Figure 1. Close-up of the layout.
Region (161, 18) to (186, 43) um. Cells in gray, sequential cells in the stronger gray; small squares are vias.
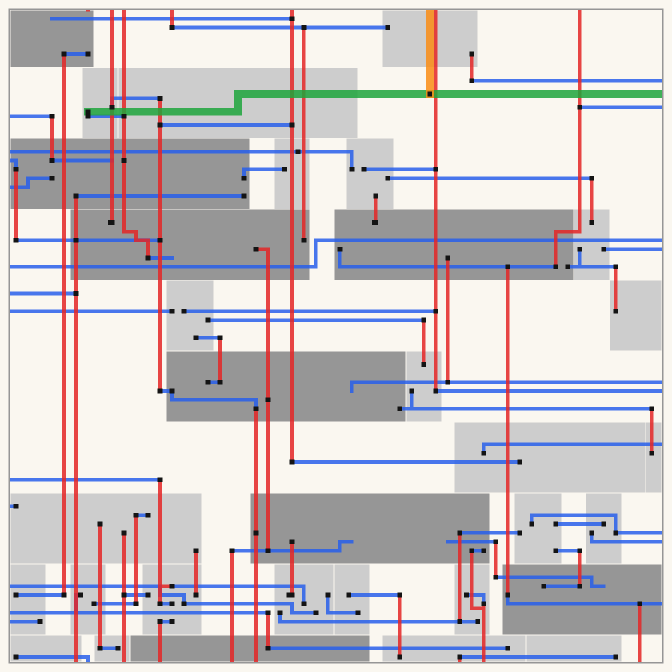
Figure 2. Congestion heat map.
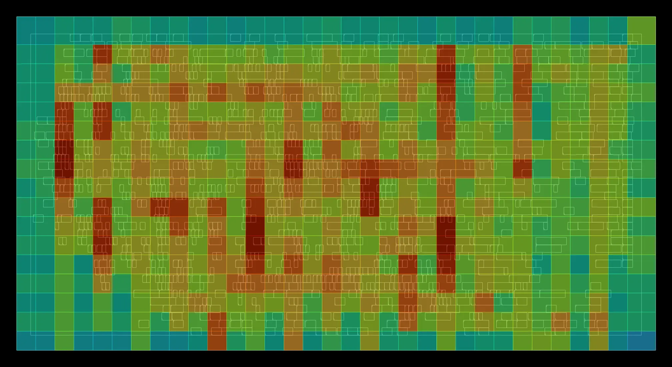
Figure 3. M4 wires.
Cells faint in the background.
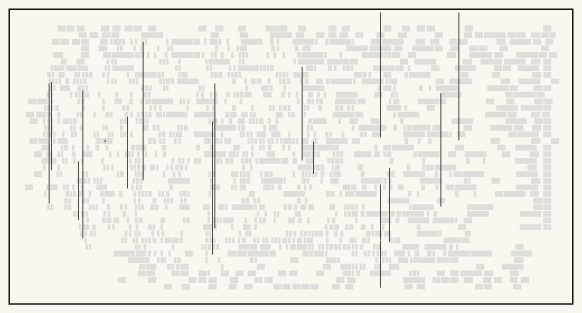
Figure 4. PDN straps and rails.
Bar = 50 um. Pins as bars on the die edge. Tap cells in gray.
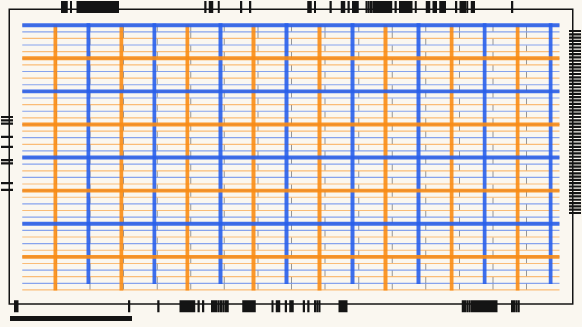
Figure 5. Signal wires by layer.
Only two layers are drawn.
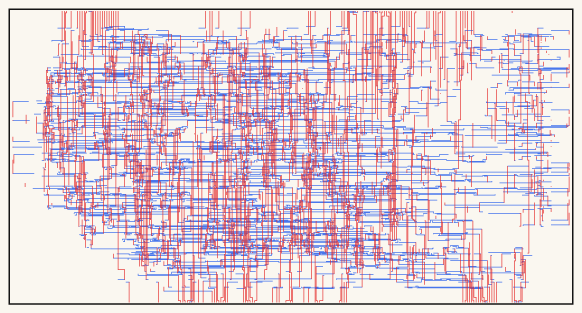
File: src/rtl/fetch_pc_unit_pkg.sv
// Shared definitions for the instruction-fetch PC unit: FSM states,
// the reset NOP encoding, control-flow opcodes and the sequential PC step.
package fetch_pc_unit_pkg;

    typedef enum logic {
        FETCH     = 1'b0,
        JALR_WAIT = 1'b1
    } fetch_state_e;

    localparam logic [31:0] NOP_INSTR = 32'h0000_0013;

    localparam logic [6:0] OPC_JAL    = 7'b1101111;
    localparam logic [6:0] OPC_JALR   = 7'b1100111;
    localparam logic [6:0] OPC_BRANCH = 7'b1100011;

    localparam int unsigned PC_INCREMENT = 4;

endpackage

File: src/rtl/fetch_pc_unit.sv
// IF-stage PC register, fetch request generation and IF/ID latch.
// The branch predictor is a sibling instance; this unit only consumes its outputs.
module fetch_pc_unit
    import fetch_pc_unit_pkg::*;
#(
    parameter int                size     = 32,
    parameter logic [size-1:0]   RESET_PC = 32'h0000_0000
) (
    input  logic            clk,
    input  logic            reset,
    input  logic            stall,
    input  logic            redirect_valid,
    input  logic [size-1:0] redirect_pc,
    output logic            imem_req,
    output logic [size-1:0] imem_addr,
    input  logic            imem_ready,
    input  logic [size-1:0] instruction,
    input  logic [size-1:0] imm,
    input  logic            predicted_mpc,
    input  logic            jalr,
    output logic            if_valid,
    output logic [size-1:0] if_pc,
    output logic [size-1:0] if_instruction
);

    fetch_state_e    state_q, state_d;
    logic [size-1:0] pc_q, pc_d;
    logic            if_valid_q, if_valid_d;
    logic [size-1:0] if_pc_q, if_pc_d;
    logic [size-1:0] if_instruction_q, if_instruction_d;

    logic            accept;
    logic [size-1:0] pc_seq;
    logic [size-1:0] pc_taken;

    assign imem_req       = (state_q == FETCH);
    assign imem_addr      = pc_q;
    assign if_valid       = if_valid_q;
    assign if_pc          = if_pc_q;
    assign if_instruction = if_instruction_q;

    assign accept   = (state_q == FETCH) & imem_ready & ~stall & ~redirect_valid;
    assign pc_seq   = pc_q + size'(PC_INCREMENT);
    assign pc_taken = pc_q + imm;

    // Redirect beats everything (including stall); a JALR parks the PC until execute resolves it.
    always_comb begin
        state_d          = state_q;
        pc_d             = pc_q;
        if_valid_d       = if_valid_q;
        if_pc_d          = if_pc_q;
        if_instruction_d = if_instruction_q;

        if (redirect_valid) begin
            pc_d       = {redirect_pc[size-1:2], 2'b00};
            state_d    = FETCH;
            if_valid_d = 1'b0;
        end else if (stall) begin
            state_d = state_q;
        end else if (accept) begin
            if_valid_d       = 1'b1;
            if_pc_d          = pc_q;
            if_instruction_d = instruction;
            if (jalr) begin
                state_d = JALR_WAIT;
            end else if (predicted_mpc) begin
                pc_d = pc_taken;
            end else begin
                pc_d = pc_seq;
            end
        end else begin
            if_valid_d = 1'b0;
        end
    end

    always_ff @(posedge clk or posedge reset) begin
        if (reset) begin
            state_q          <= FETCH;
            pc_q             <= RESET_PC;
            if_valid_q       <= 1'b0;
            if_pc_q          <= '0;
            if_instruction_q <= size'(NOP_INSTR);
        end else begin
            state_q          <= state_d;
            pc_q             <= pc_d;
            if_valid_q       <= if_valid_d;
            if_pc_q          <= if_pc_d;
            if_instruction_q <= if_instruction_d;
        end
    end

endmodule

File: config.mk
export PLATFORM = sky130hd
export DESIGN_NAME = fetch_pc_unit
export DESIGN_NICKNAME = d
export VERILOG_FILES = /design/src/rtl/fetch_pc_unit_pkg.sv /design/src/rtl/fetch_pc_unit.sv
export SDC_FILE = /design/constraint.sdc
export NUM_CORES = 1
export LEC_CHECK = 0
export ABC_AREA = 1
export CORE_ASPECT_RATIO = 0.5
export CORE_MARGIN = 5
export CORE_UTILIZATION = 30
export CTS_CLUSTER_DIAMETER = 100
export CTS_CLUSTER_SIZE = 25
export DETAILED_ROUTE_END_ITERATION = 7
export PLACE_DENSITY_LB_ADDON = 0.1
export SETUP_SLACK_MARGIN = 0.5
export SYNTH_ARGS = -nofsm -noshare
export SYNTH_HDL_FRONTEND = slang
export SYNTH_SLANG_ARGS = --single-unit
File: constraint.sdc
create_clock -name clk -period 3.05 [get_ports clk]
set_input_delay 0.305 -clock clk [delete_from_list [all_inputs] [get_ports clk]]
set_output_delay 0.305 -clock clk [all_outputs]
set_load 0.01 [all_outputs]
==> notes.md <==
Summary of implementation figures.

Critical path
For reference, the critical path cell chain is ha_1, nand2_1, nor2_1, nand3_1, nand2_1, nand2_1, nand2_1, nand2_1, nand2_1, nand2_1, nand3_1, nand2_1, nand2_1, nand2_1. The worst setup path is launched from a flop. The standard cell with the maximum stage delay on the critical path is dfrtp_1.

The capture instance of the worst register-to-register path is imem_addr[23]. The category of the worst setup path capture point is a flop. The number of buffers and inverters on the critical path is 0. The cell depth of the worst flop-to-flop path is 14. OpenSTA lists the critical path startpoint as imem_addr[5].

The arrival time at the worst endpoint is 2630 ps. The largest single stage delay on the critical path is 480 ps.

Cells and area
In the final layout, flip-flops and latches occupy 2460 sq um. The sequential portion of the cell area is 0.242. The final-layout non-clock buffer area share is 0.219. The final sequential cell count is 98. The number of non-clock buffers is 225. The number of filler cells placed in the layout is 2554. The number of clock buffers in the layout is 10.

Per the final layout report, the fraction of cells sized above drive strength 1 comes to 0.0914. The total inserted antenna cells is 0. In the final layout, the multi-input gates occupy 4230 sq um. The number of nets in the final layout is 1411. In the layout the commonest cells are 353 x nand2_1, 198 x clkdlybuf4s50_1, 127 x inv_1. The cell area after layout is 10100 sq um. The most common logic cell in the final layout is nand2_1. The clock-cell share of area is 0.0321. Per the run report, area growth between synthesis and finish was 38.3%. The final cell count without fillers is 1595.

STA
The final critical delay including setup and external delays is 2380 ps. Checking max transition, the worst relative margin is 0.605. The minimum setup slack in the final design is 666 ps.

The clock skew after layout is 9.21 ps. Setup repair after global routing could not meet its margin everywhere. The final max-slew violation count recorded for this run is 0. The most critical hold endpoint after final layout shows a slack of 361 ps.

The fraction of the cycle the final worst path needs is 0.782.

Die
Row generation in the floorplan step produced 40 rows. The floorplan-stage core utilization is 0.305. The number of well taps is 315. The x dimension of the die is 231 um.

Placed design
The half-perimeter wire length of the detailed placement result is 23.7 mm. The port buffer count is 198. The worst setup slack after placement is 273 ps. The placed cell count is 1579.

Synthesis
Yosys attributes the largest share of cell area to dfrtp_1 32%, nand2_1 18%, inv_1 6.6%. The synthesis run identifies the leading combinational cell family as simple AND/OR/NAND/NOR gates. Yosys reported a register bit count of 98.

Per Yosys stat, the portion of area used by sequential elements is 0.335. By count the netlist is led by 354 x nand2_1, 128 x inv_1, 113 x nor2_1. Of the total synthesized cell area, the portion taken by AND, OR, NAND and NOR gates is 0.329. The share of synthesized cell area in full adder, half adder and majority cells is 0.0574. The area fraction in mux cells is 0.0523.

dfrtp_1 takes more of the synthesized area than any other cell. The cell area that synthesis handed to floorplanning was 7320 sq um. The netlist uses 39 different library cells. Counting every instance in the synthesized netlist gives 1067. The average instance in the mapped netlist occupies 6.86 sq um.

Power
The share of total power dissipated in the clock network is 0.229. The sequential power share is 0.316. The script computed the net switching share of total power as 0.388. Overall power consumption after layout is estimated at 0.00558 W. The static leakage is 4.84 nW. For the sequential group, total power comes out at 0.00176 W. The internal power component is 0.00341 W.

Clock network
The source-to-sink clock delay at the later pin of the worst-skew pair is 360 ps. Looking at the clock tree report, the root buffer type is clkbuf_16. Post-CTS repair changed the size of 0 cells. In this run the number of H-tree levels came out at 3. The number of hold buffers added after CTS is 0.

The CTS report gives the tree buffer count as 9.

GRT
Routing resource usage on met1 recorded by global route was 0.296. Global routing finished with a remaining overflow of 0. The number of global-route vias before repair is 7562.

Status
The flow ran to the end, and the final reports show no timing, DRC or antenna violations.

Flow run
Max-cap violations in this run came to 0. The tool warning count for the run is 29.

Route
In the routed layout, each cell is associated on average with a via count of 4.81. The first-pass iteration count of the detailed router is 5. The post-route report lists met1 wire length as 14.2 mm.

The count of antenna-violating nets left after detailed routing is 0. The first routing iteration left 548 violations. For this run, design rule violations remaining after detail routing come to 0.
Back to the opening pictures, Figure 1:
[metal 4] orange
[metal 1] blue
[metal 2] red
[metal 3] green
netlist names of flops here include: if_pc (4), imem_addr (2)
sequential cells in the window: 6
cells with their middle in the window: 24
most frequent: dfrtp_1 (6), inv_1 (4)

Back to the opening pictures, Figure 2:
M3 GR Usage: 0.0427
layer with the highest usage after global routing: met2
global-route total usage across every layer: 0.205
fraction of met2 tracks used by global routing: 0.315

Back to the opening pictures, Figure 3:
longest straight run: 60.5 um
main direction: vertical
nets with wire on the layer: 15
share of all routed wire: 2.2%
total detailed-routing wirelength: 28.9 mm
number of vias after detailed routing: 7676

Back to the opening pictures, Figure 4:
[VDD] blue
[VSS] orange
met5 straps: 8
met1 rails: 41
tap cells: 315

Back to the opening pictures, Figure 5:
[metal 2] red | wire length: 12400 um
[metal 1] blue | wire length: 14200 um
Routed WL per cell: 18.1 um

No activity file was given, so power comes from the tool's default toggle rates.
